run_1/zoom.png
Region (100, 46) to (125, 71) um. Cells in grey, sequential cells in the stronger grey; small squares are vias.
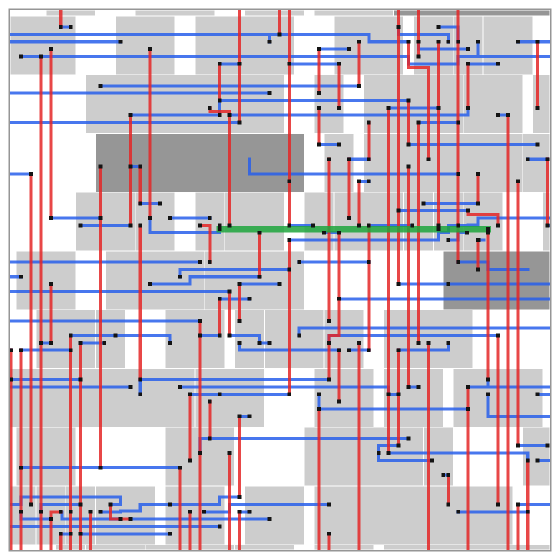
run_1/registers.png
Scale: 4 px per um. Other sequential cells in the stronger grey, the rest of the logic in the fainter grey.
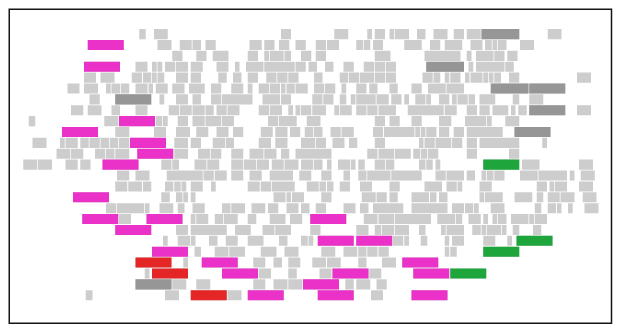
run_1/final_congestion.png
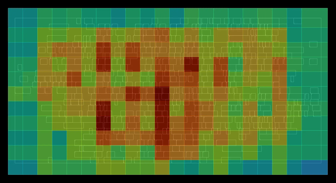
run_1/met1.png
Scale: 2 px per um.
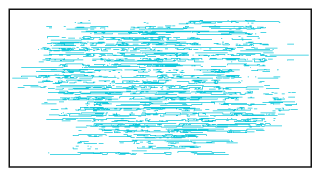
[src/rtl/fill_list_queue_if.sv]
// Request/status bundle between the miss path and the fill list queue.
// The master side drives the requests. The slave side is the queue.
interface fill_list_queue_if #(
  parameter int unsigned TAG_BITS = 3,
  parameter int unsigned DEPTH    = 8
);
  localparam int unsigned CNT_BITS = $clog2(DEPTH + 1);

  logic                enable;
  logic                add;
  logic [TAG_BITS-1:0] add_tag;
  logic                del;
  logic [TAG_BITS-1:0] del_tag;
  logic                read;
  logic                valid_out;
  logic [TAG_BITS-1:0] tag_out;
  logic [CNT_BITS-1:0] count;
  logic [CNT_BITS-1:0] pending;
  logic                full;
  logic                empty;
  logic                err_overflow;
  logic                err_dup;
  logic                err_miss;

  modport master (
    output enable, add, add_tag, del, del_tag, read,
    input  valid_out, tag_out, count, pending, full, empty,
           err_overflow, err_dup, err_miss
  );

  modport slave (
    input  enable, add, add_tag, del, del_tag, read,
    output valid_out, tag_out, count, pending, full, empty,
           err_overflow, err_dup, err_miss
  );
endinterface

[src/rtl/fill_list_queue.sv]
// Ordered list of outstanding fill tags. Tags are appended at the tail and issued in order.
// A delete by tag compacts the list and can cancel a pending entry.
module fill_list_queue #(
  parameter int unsigned TAG_BITS = 3,
  parameter int unsigned DEPTH    = 8
) (
  input logic              clk,
  input logic              reset,
  fill_list_queue_if.slave bus_io
);
  localparam int unsigned CNT_BITS = $clog2(DEPTH + 1);
  typedef logic [CNT_BITS-1:0] cnt_t;

  logic [DEPTH-1:0][TAG_BITS-1:0] tags_q, tags_d;
  cnt_t                           count_q, count_d;
  cnt_t                           ip_q, ip_d;
  logic                           valid_q, valid_d;
  logic [TAG_BITS-1:0]            tag_out_q, tag_out_d;
  logic                           err_ov_q, err_ov_d;
  logic                           err_dup_q, err_dup_d;
  logic                           err_miss_q, err_miss_d;

  logic                hit, d, dup, room, r, a;
  cnt_t                h, wr_idx, ip1;
  logic [TAG_BITS-1:0] rd_tag;

  // Lowest valid slot holding del_tag. The downward scan leaves the lowest match in h.
  always_comb begin
    hit = 1'b0;
    h   = '0;
    for (int i = int'(DEPTH) - 1; i >= 0; i--) begin
      if (cnt_t'(i) < count_q && tags_q[i] == bus_io.del_tag) begin
        hit = 1'b1;
        h   = cnt_t'(i);
      end
    end
  end

  assign d = bus_io.del && hit;

  // The slot being deleted this cycle does not count as a duplicate.
  always_comb begin
    dup    = 1'b0;
    rd_tag = '0;
    for (int i = 0; i < int'(DEPTH); i++) begin
      if (cnt_t'(i) < count_q && tags_q[i] == bus_io.add_tag && !(d && cnt_t'(i) == h)) begin
        dup = 1'b1;
      end
      if (cnt_t'(i) == ip_q) begin
        rd_tag = tags_q[i];
      end
    end
  end

  assign room   = (count_q - cnt_t'(d)) < cnt_t'(DEPTH);
  assign r      = bus_io.read && (ip_q < count_q);
  assign a      = bus_io.add && !dup && room;
  assign wr_idx = count_q - cnt_t'(d);
  assign ip1    = ip_q + cnt_t'(r);

  always_comb begin
    ip_d    = (d && h < ip1) ? ip1 - cnt_t'(1) : ip1;
    count_d = count_q + cnt_t'(a) - cnt_t'(d);
    tags_d  = tags_q;
    // Slots above count are zero, so the shift also clears the old top slot.
    for (int i = 0; i < int'(DEPTH) - 1; i++) begin
      if (d && cnt_t'(i) >= h) begin
        tags_d[i] = tags_q[i+1];
      end
    end
    if (d) begin
      tags_d[DEPTH-1] = '0;
    end
    for (int i = 0; i < int'(DEPTH); i++) begin
      if (a && cnt_t'(i) == wr_idx) begin
        tags_d[i] = bus_io.add_tag;
      end
    end
  end

  always_comb begin
    valid_d    = bus_io.enable && r;
    tag_out_d  = (bus_io.enable && r) ? rd_tag : '0;
    err_ov_d   = bus_io.enable && bus_io.add && !dup && !room;
    err_dup_d  = bus_io.enable && bus_io.add && dup;
    err_miss_d = bus_io.enable && bus_io.del && !hit;
  end

  always_ff @(posedge clk or negedge reset) begin
    if (!reset) begin
      tags_q  <= '0;
      count_q <= '0;
      ip_q    <= '0;
    end else if (bus_io.enable) begin
      tags_q  <= tags_d;
      count_q <= count_d;
      ip_q    <= ip_d;
    end
  end

  always_ff @(posedge clk or negedge reset) begin
    if (!reset) begin
      valid_q    <= 1'b0;
      tag_out_q  <= '0;
      err_ov_q   <= 1'b0;
      err_dup_q  <= 1'b0;
      err_miss_q <= 1'b0;
    end else begin
      valid_q    <= valid_d;
      tag_out_q  <= tag_out_d;
      err_ov_q   <= err_ov_d;
      err_dup_q  <= err_dup_d;
      err_miss_q <= err_miss_d;
    end
  end

  assign bus_io.valid_out    = valid_q;
  assign bus_io.tag_out      = tag_out_q;
  assign bus_io.count        = count_q;
  assign bus_io.pending      = count_q - ip_q;
  assign bus_io.full         = (count_q == cnt_t'(DEPTH));
  assign bus_io.empty        = (count_q == '0);
  assign bus_io.err_overflow = err_ov_q;
  assign bus_io.err_dup      = err_dup_q;
  assign bus_io.err_miss     = err_miss_q;
endmodule

[src/flat_wrapper.sv]
// flat-port wrapper written by rule: the top's interface ports become plain ports
module fill_list_queue_flat 
#(
  parameter int unsigned TAG_BITS = 3,
  parameter int unsigned DEPTH    = 8
)
  (clk, reset, bus_io_enable, bus_io_add, bus_io_add_tag, bus_io_del, bus_io_del_tag, bus_io_read, bus_io_valid_out, bus_io_tag_out, bus_io_count, bus_io_pending, bus_io_full, bus_io_empty, bus_io_err_overflow, bus_io_err_dup, bus_io_err_miss);
  fill_list_queue_if #(.TAG_BITS(TAG_BITS), .DEPTH(DEPTH)) bus_io_i ();
  input logic clk;
  input logic reset;
  input wire logic [$bits(bus_io_i.enable)-1:0] bus_io_enable;
  input wire logic [$bits(bus_io_i.add)-1:0] bus_io_add;
  input wire logic [$bits(bus_io_i.add_tag)-1:0] bus_io_add_tag;
  input wire logic [$bits(bus_io_i.del)-1:0] bus_io_del;
  input wire logic [$bits(bus_io_i.del_tag)-1:0] bus_io_del_tag;
  input wire logic [$bits(bus_io_i.read)-1:0] bus_io_read;
  output wire logic [$bits(bus_io_i.valid_out)-1:0] bus_io_valid_out;
  output wire logic [$bits(bus_io_i.tag_out)-1:0] bus_io_tag_out;
  output wire logic [$bits(bus_io_i.count)-1:0] bus_io_count;
  output wire logic [$bits(bus_io_i.pending)-1:0] bus_io_pending;
  output wire logic [$bits(bus_io_i.full)-1:0] bus_io_full;
  output wire logic [$bits(bus_io_i.empty)-1:0] bus_io_empty;
  output wire logic [$bits(bus_io_i.err_overflow)-1:0] bus_io_err_overflow;
  output wire logic [$bits(bus_io_i.err_dup)-1:0] bus_io_err_dup;
  output wire logic [$bits(bus_io_i.err_miss)-1:0] bus_io_err_miss;
  assign bus_io_i.enable = bus_io_enable;
  assign bus_io_i.add = bus_io_add;
  assign bus_io_i.add_tag = bus_io_add_tag;
  assign bus_io_i.del = bus_io_del;
  assign bus_io_i.del_tag = bus_io_del_tag;
  assign bus_io_i.read = bus_io_read;
  assign bus_io_valid_out = bus_io_i.valid_out;
  assign bus_io_tag_out = bus_io_i.tag_out;
  assign bus_io_count = bus_io_i.count;
  assign bus_io_pending = bus_io_i.pending;
  assign bus_io_full = bus_io_i.full;
  assign bus_io_empty = bus_io_i.empty;
  assign bus_io_err_overflow = bus_io_i.err_overflow;
  assign bus_io_err_dup = bus_io_i.err_dup;
  assign bus_io_err_miss = bus_io_i.err_miss;
  fill_list_queue #(.TAG_BITS(TAG_BITS), .DEPTH(DEPTH)) u_core (.clk(clk), .reset(reset), .bus_io(bus_io_i));
endmodule
[config.mk]
export PLATFORM = sky130hd
export DESIGN_NAME = fill_list_queue_flat
export DESIGN_NICKNAME = d
export VERILOG_FILES = /design/src/rtl/fill_list_queue_if.sv /design/src/rtl/fill_list_queue.sv /design/src/flat_wrapper.sv
export SDC_FILE = /design/constraint.sdc
export NUM_CORES = 1
export LEC_CHECK = 0
export CAP_MARGIN = 20
export CORE_ASPECT_RATIO = 0.5
export CORE_MARGIN = 3
export CORE_UTILIZATION = 36
export DETAILED_ROUTE_END_ITERATION = 8
export HOLD_SLACK_MARGIN = 0.02
export PLACE_DENSITY_LB_ADDON = 0.2
export SKIP_LAST_GASP = 1
export SLEW_MARGIN = 20
export SYNTH_ARGS = -nofsm -noshare
export SYNTH_HDL_FRONTEND = slang
export SYNTH_SLANG_ARGS = --single-unit
[constraint.sdc]
create_clock -name clk -period 3.91 [get_ports clk]
set_input_delay 0.782 -clock clk [delete_from_list [all_inputs] [get_ports clk]]
set_output_delay 0.782 -clock clk [all_outputs]
set_load 0.02 [all_outputs]
==> results.txt, run 1 <==
fresh numbers from the pnr run: fraction of layout cells with a size suffix above 1 30.96%, Top Layout Cells buf_4 (94), xnor2_1 (41), dfrtp_1 (36), die height 78.11 um, post-detail-place hpwl 9.326 mm, crit end category flip-flop, net load switching power 2.393 mW, CP Max Fanout 4, min cycle time layout 3.864 ns, WL/cell 18.05 um, std cell rows 25, # diodes 0, switching part of the total 45.45%, Worst-Margin Slew 0.9131 ns, Mapped Area 3744 um2, Core ar. 9791 um2, # fillers 936, crit path DRT 4.08 ns, busiest metal layer after global routing met2, most frequent logic cell in the layout buf_4, vias per cell 5.377, register share after synthesis 26.07%, Post-Route Setup TNS 0 ns, Hold WC Path Type primary input to asynchronous set/reset pin, max-cap viol count 0, clock root cell clkbuf_16, Rel. slew slack 39.13%, WL met2 5.120 mm, cells in synth_stat.txt 411, worst setup path class flip-flop to flip-flop, reg-to-reg endpoint u_core.tags_q[5]$_DFFE_PN0P_, largest net degree at the start of global routing 40, tool warnings 32, status completed, Final Hold Fails 0, CTS clock-pin slew for the worst setup and hold paths 0.06 ns, I/O pins 29, Post-synth EDFFs 0, Netlist cell types 65, CTS H-Tree Depth 2, final period utilization 98.83%, clock network latency to the later pin of the worst-skew pair 0.29 ns, Finished Layout Cells 655, crit start category flip-flop, drt pass-1 iters 5, TritonCTS clock tree built, Seq pwr share 16.8%
Notes on zoom.png above:
- blue: met1
- green: met3
- red: met2
- cells with their middle in the window: 50
- sequential cells in the window: 2
- most frequent: buf_4 (12), nor2_1 (6), ha_1 (5)
- netlist names of flops here include: u_core.bus_io.count (2)

Notes on registers.png above:
- red: u_core.bus_io.tag_out (placed flops 3)
- magenta: u_core.tags_q (placed flops 24)
- green: u_core.ip_q (placed flops 4; where south-east)
sequential share of cell area: 19.30%
Sequential Area: 979.7 um2
Sequential Power: 0.882 mW

Notes on final_congestion.png above:
Final Util: 51.83%
GR Layer Usage met2: 32.71%
GRT Total Usage: 20.96%
met1 GRT Util: 30.68%

Notes on met1.png above:
- nets with wire on the layer: 506
- longest straight run: 37.3 um
- main direction: horizontal
- share of all routed wire: 49%
Routed WL: 11.82 mm
via count: 3522

## run 1: through the flow
step           power [mW]  worst slack (ns)  hold WS, ns  utilization, %
2_1_floorplan       3.089          -0.09705       0.4864               -
3_3_place_gp        4.490           -0.5311       0.6011           48.38
3_5_place_dp        4.529           -0.5358       0.6171           48.38
4_1_cts             5.129           0.08788       0.6265           50.63
5_1_grt             5.676           -0.1368       0.6689           51.83
6_report            5.266           0.04587       0.6264           51.83
## run 1: cell type report
cell class              instances  area, um2  area share [%]
clock buffers                   6      128.9           2.539
clock inverters                 2      12.51          0.2465
inverters                      23      91.34           1.800
multi-input cells             327       2711           53.43
flip-flops and latches         39      979.7           19.30
well taps                     135      168.9           3.328
repair buffers                123      982.2           19.35
## run 1: worst max-delay path: stages, from the launching register on
cell and delay, ns:
dfrtp_2 0.42, inv_4 0.08, ha_4 0.13, or3b_4 0.40, and4_4 0.20, nor4_4 0.29, nand4_1 0.20, nand2_2 0.13
inv_2 0.06, ha_4 0.17, nand2_4 0.08, xnor2_4 0.13, nand2_4 0.08, or4_4 0.56, nor3_4 0.32, o21ai_2 0.13
a221o_1 0.38
## run 1: Yosys cell counts, drive strengths merged, types with 8 or more instances
master | count | share of area (%)
a21oi | 15 | 2.0
a2bb2oi | 18 | 4.2
buf | 14 | 2.6
clkbuf | 8 | 0.80
dfrtp | 39 | 26
ha | 18 | 6.0
inv | 23 | 2.3
mux2i | 24 | 6.4
nand2 | 31 | 3.1
nand2b | 12 | 2.0
nand4 | 13 | 2.3
nor2 | 19 | 1.9
nor3 | 9 | 1.2
nor4 | 8 | 2.9
o21ai | 10 | 1.3
or3 | 8 | 1.3
xnor2 | 43 | 10
xor2 | 16 | 3.7
## run 1: registers in the layout, indices dropped and copies added (netlist names)
signal,flops
u_core.tags_q,24
u_core.bus_io.err_overflow,1
u_core.bus_io.err_miss,1
u_core.bus_io.count,4
u_core.bus_io.tag_out,3
u_core.bus_io.err_dup,1
u_core.ip_q,4
u_core.bus_io.valid_out,1
## run 1: cells by family after synthesis
kind of cell	Yosys count	share of synthesized area (%)
simple gates	134	21.52
compound gates	84	17.55
xor+xnor	59	13.80
buf+inv	45	5.748
flops	39	26.07
mux	30	8.222
fa+ha+maj	20	7.086
## run 1: power by group through the flow
stage	Clock [mW]	Sequential, mW	Combinational (mW)
2_1_floorplan	0	0.839	2.25
3_3_place_gp	0	0.878	3.61
3_5_place_dp	0	0.879	3.65
4_1_cts	0.413	0.872	3.84
5_1_grt	0.431	0.907	4.34
6_report	0.405	0.882	3.98
## run 1: worst min-delay path by stage
stage	endpoint	slack (ns)	cells after the start
CTS	u_core.ip_q[3]$_DFFE_PN0P_	0.63	2
detailed placement	u_core.ip_q[3]$_DFFE_PN0P_	0.62	2
global route	u_core.tags_q[21]$_DFFE_PN0P_	0.67	1
finish	u_core.bus_io.valid_out$_DFF_PN0_	0.63	1
global placement	u_core.ip_q[3]$_DFFE_PN0P_	0.60	2
floorplan	u_core.bus_io.count[0]$_DFFE_PN0P_	0.49	0
## run 1: repair_timing
item	in CTS	in global routing
buffers inserted	9	8
endpoints found under the hold margin	0	0
gates resized	6	21
pin swaps	2	14
setup endpoints to repair	28	20
hold buffers	0	0
--- run 2 (diff from run 1) ---
- CORE_MARGIN: 3 -> default
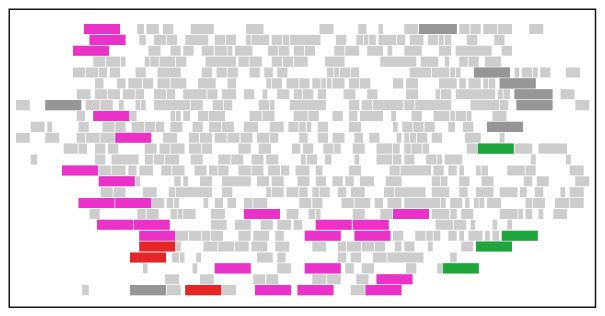
run_2/registers.png
Scale: 4 px per um. Other sequential cells in the stronger grey, the rest of the logic in the fainter grey.
- green: u_core.ip_q (placed flops 4; where south-east)
- magenta: u_core.tags_q (placed flops 24)
- red: u_core.bus_io.tag_out (placed flops 3)
Sequential Area: 978.4 um2
sequential share of cell area: 19.44%
Final Util: 51.58%
Sequential Power: 0.881 mW

==> results.txt, run 2 <==
fresh numbers from the pnr run: CP bufs+invs 3 (was 2), GRT Total Usage 23.27% (was 20.96%), Hold WC Path Type primary input to asynchronous set/reset pin (unchanged), logic area 2715 um2 (was 2711 um2), CTS clock-pin slew for the worst setup and hold paths 0.07 ns (was 0.06 ns), clock network latency to the later pin of the worst-skew pair 0.30 ns (was 0.29 ns), top cells by count xnor2_1 (43), dfrtp_1 (39), nand2_1 (31) (unchanged), max-cap viol count 0 (unchanged), min cycle time layout 3.866 ns (was 3.864 ns), crit start category flip-flop (unchanged), cell mode on critical path ha_4, drt pass-1 iters 4 (was 5), Post-synth EDFFs 0 (unchanged), # fillers 924 (was 936), die height 74.11 um (was 78.11 um), Top Layout Cells buf_4 (86), xnor2_1 (41), dfrtp_1 (37) (was buf_4 (94), xnor2_1 (41), dfrtp_1 (36)), Finished Layout Cells 648 (was 655), critical-path cell list inv_4, ha_4, or3b_4, and4_4, nor4_4, nand4_1, nand2_2, inv_2, ha_4, inv_2, ha_4, or4_4, nor3_4, o21ai_2, a221o_1 (was inv_4, ha_4, or3b_4, and4_4, nor4_4, nand4_1, nand2_2, inv_2, ha_4, nand2_4, xnor2_4, nand2_4, or4_4, nor3_4, o21ai_2, a221o_1), Core ar. 9759 um2 (was 9791 um2), max FFs per register 24 (unchanged), most frequent logic cell in the layout buf_4 (unchanged), via count 3458 (was 3522), Netlist cell types 65 (unchanged), std cell rows 25 (unchanged), count leader, synth xnor2_1 (unchanged), Top cell area share 26.07% (unchanged), Routed WL 11.91 mm (was 11.82 mm), main area contributors dfrtp_1 (26%), xnor2_1 (10%), mux2i_1 (6.4%), ha_1 (6.0%), a2bb2oi_1 (4.2%) (unchanged), Worst Setup Slack post-DPL -0.5404 ns (was -0.5358 ns), TritonCTS clock tree built (unchanged), cells in synth_stat.txt 411 (unchanged), area leader, netlist dfrtp_1 (unchanged), CP Max Fanout 4 (unchanged), largest net degree at the start of global routing 40 (unchanged), tool warnings 32 (unchanged), # diodes 0 (unchanged), clock root cell clkbuf_16 (unchanged), crit path DRT 4.09 ns (was 4.08 ns), CP delay by family, top simple AND/OR/NAND/NOR gates (unchanged), critical path's slowest cell or4_4 (unchanged), vias per cell 5.336 (was 5.377), WL/cell 18.37 um (was 18.05 um), final worst slack 0.04415 ns (was 0.04587 ns), CP max stage delay 0.55 ns (was 0.56 ns), Rel. slew slack 38.82% (was 39.13%), status completed (unchanged), register share after synthesis 26.07% (unchanged), I/O pins 29 (unchanged)
run 2: cell counts after synthesis:
Identical to the previous run, type by type.
run 2: per-layer routing:
| metal | wire length [um] | up-vias | track usage [%] |
|---|---|---|---|
| met5 | 0 | - | 0 |
| met4 | 189 | 0 | 7.639 |
| met3 | 592 | 13 | 5.031 |
| met2 | 5009 | 72 | 36.24 |
| met1 | 6113 | 1685 | 32.38 |
| li1 | - | 1688 | - |
run 2: worst paths after layout:
path | endpoint | startpoint
max | u_core.tags_q[5]$_DFFE_PN0P_ | u_core.bus_io.count[3]$_DFFE_PN0P_
min | u_core.tags_q[14]$_DFFE_PN0P_ | reset
max reg2reg | u_core.tags_q[5]$_DFFE_PN0P_ | u_core.bus_io.count[3]$_DFFE_PN0P_
min reg2reg | u_core.ip_q[3]$_DFFE_PN0P_ | u_core.ip_q[3]$_DFFE_PN0P_
max in group asynchronous | u_core.bus_io.count[3]$_DFFE_PN0P_ | reset
min in group clk | u_core.ip_q[3]$_DFFE_PN0P_ | u_core.ip_q[3]$_DFFE_PN0P_
run 2: layout make-up:
cell class | instances | share of cell area (%)
Clock buffer | 5 | 2.486
Clock inverter | 3 | 0.3977
Inverter | 23 | 1.765
Multi-Input combinational cell | 327 | 53.94
Sequential cell | 39 | 19.44
Tap cell | 135 | 3.356
Timing Repair Buffer | 116 | 18.62
run 2: cell families (layout without fill, tap and decap cells):
group	count (synthesis)	in the layout	share of synthesized area, %
AOI/OAI and AO/OA	84	84	17.55
buffers and inverters	45	147	5.748
and+or+nand+nor	134	134	21.52
adders and majority gates	20	20	7.086
muxes	30	30	8.222
DFF	39	39	26.07
xor gates and xnor gates	59	59	13.80
run 2: where the power goes:
part,internal (mW),switching (mW),leakage (nW)
Clock,0.235,0.186,0.0658
Combinational,1.91,1.87,1.67
Sequential,0.581,0.300,0.464
Total,2.72,2.35,2.20
run 2: through the flow:
step / hold WS, ns / setup TNS, ns / total power [mW]
5_1_grt: 0.6516 / -0.1210 / 5.469
2_1_floorplan: 0.4864 / -0.5118 / 3.089
3_5_place_dp: 0.6210 / -10.69 / 4.531
4_1_cts: 0.6355 / 0 / 4.980
6_report: 0.6186 / 0 / 5.076
3_3_place_gp: 0.6018 / -10.13 / 4.502
run 2: what timing repair did:
item	CTS	global route
buffers inserted	0	4
pin swaps	1	12
resized	5	22
setup endpoints to repair	21	14
--- run 3 (diff from run 2) ---
- SLEW_MARGIN: 20 -> default
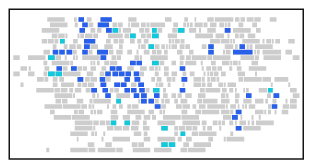
run_3/gate_families.png
Scale: 2 px per um.
- blue: XOR/XNOR gates (cells 59; most used xnor2_1)
- cyan: AND-OR and OR-AND gates (cells 20; most used a32o_1)
Finished Layout Cells: 648
Comb/total area: 53.94%
most frequent logic cell in the layout: buf_4

==> results.txt, run 3 <==
fresh numbers from the pnr run: switching part of the total 46.36% (unchanged), Netlist cell types 65 (unchanged), Rel. slew slack 38.82% (unchanged), CP bufs+invs 3 (unchanged), CP max stage delay 0.55 ns (about the same), net load switching power 2.353 mW (unchanged), via count 3458 (unchanged), std cell rows 25 (unchanged), min cycle time layout 3.866 ns (unchanged), status completed (unchanged), Sequential Area 978.4 um2 (unchanged), fraction of layout cells with a size suffix above 1 30.41% (unchanged), max-cap viol count 0 (unchanged), drt pass-1 iters 4 (unchanged), vias per cell 5.336 (unchanged), CTS clock-pin slew for the worst setup and hold paths 0.07 ns (about the same), Crit. Startpoint u_core.bus_io.count[3]$_DFFE_PN0P_ (unchanged), Top Layout Cells buf_4 (86), xnor2_1 (41), dfrtp_1 (37) (unchanged), internal power 2.723 mW (unchanged), critical path's slowest cell or4_4 (unchanged), GRT met3 Usage 5.031% (unchanged)
[run 3: through the flow]
step	setup WS (ns)	instances	utilization, %	instance area, um2
floorplan	-0.09705	411	-	3834
global placement	-0.4449	636	49.05	4787
detailed placement	-0.5404	636	49.05	4787
CTS	0.06669	644	50.62	4940
global route	-0.05822	648	51.58	5034
finish	0.04415	648	51.58	5034
[run 3: power by group through the flow]
stage	registers [mW]	logic (mW)	clock network [mW]
after detailed placement	0.873	3.66	0
after CTS	0.869	3.68	0.429
final	0.881	3.77	0.421
after global routing	0.905	4.12	0.444
after global placement	0.874	3.63	0
after floorplan	0.839	2.25	0
[run 3: timing repair]
item,in CTS,in global routing
buffers inserted,0,4
pin swaps,1,12
endpoints found under the hold margin,0,0
endpoints found under the setup margin,21,14
resized,5,22
hold buffers,0,0
[run 3: worst reg2reg max path, cell delays in order, from the launching register on]
cell and delay (ns):
dfrtp_2 0.42, inv_4 0.07, ha_4 0.14, or3b_4 0.42, and4_4 0.20, nor4_4 0.29, nand4_1 0.19, nand2_2 0.13
inv_2 0.06, ha_4 0.17, inv_2 0.06, ha_4 0.20, or4_4 0.55, nor3_4 0.32, o21ai_2 0.13, a221o_1 0.39
[run 3: per-layer routing]
metal	routed length (um)	vias to the layer above
met3	592	13
met5	0	-
met2	5009	72
met1	6113	1685
met4	189	0
li1	-	1688
[run 3: cell families (layout without fill, tap and decap cells)]
logic type	after synthesis	count (layout)	share of synthesized area, %
and+or+nand+nor	134	134	21.52
AOI/OAI and AO/OA	84	84	17.55
xor gates and xnor gates	59	59	13.80
buffers and inverters	45	147	5.748
DFF	39	39	26.07
muxes	30	30	8.222
adders and majority gates	20	20	7.086
[run 3: worst max path at each step]
stage / to / slack, ns / depth (start not counted)
2_1_floorplan: u_core.tags_q[15]$_DFFE_PN0P_ / -0.1 / 19
6_report: u_core.tags_q[5]$_DFFE_PN0P_ / 0.04 / 15
3_5_place_dp: u_core.tags_q[5]$_DFFE_PN0P_ / -0.54 / 16
3_3_place_gp: u_core.tags_q[17]$_DFFE_PN0P_ / -0.44 / 15
4_1_cts: u_core.tags_q[5]$_DFFE_PN0P_ / 0.07 / 16
5_1_grt: u_core.tags_q[4]$_DFFE_PN0P_ / -0.06 / 15
[run 3: final cells by class]
type	count	area share, %
clock buffers	5	2.486
clock inverters	3	0.3977
inverters	23	1.765
multi-input cells	327	53.94
flip-flops and latches	39	19.44
well taps	135	3.356
repair buffers	116	18.62
Power figures rest on the tool's default switching activity, not on a simulated workload.
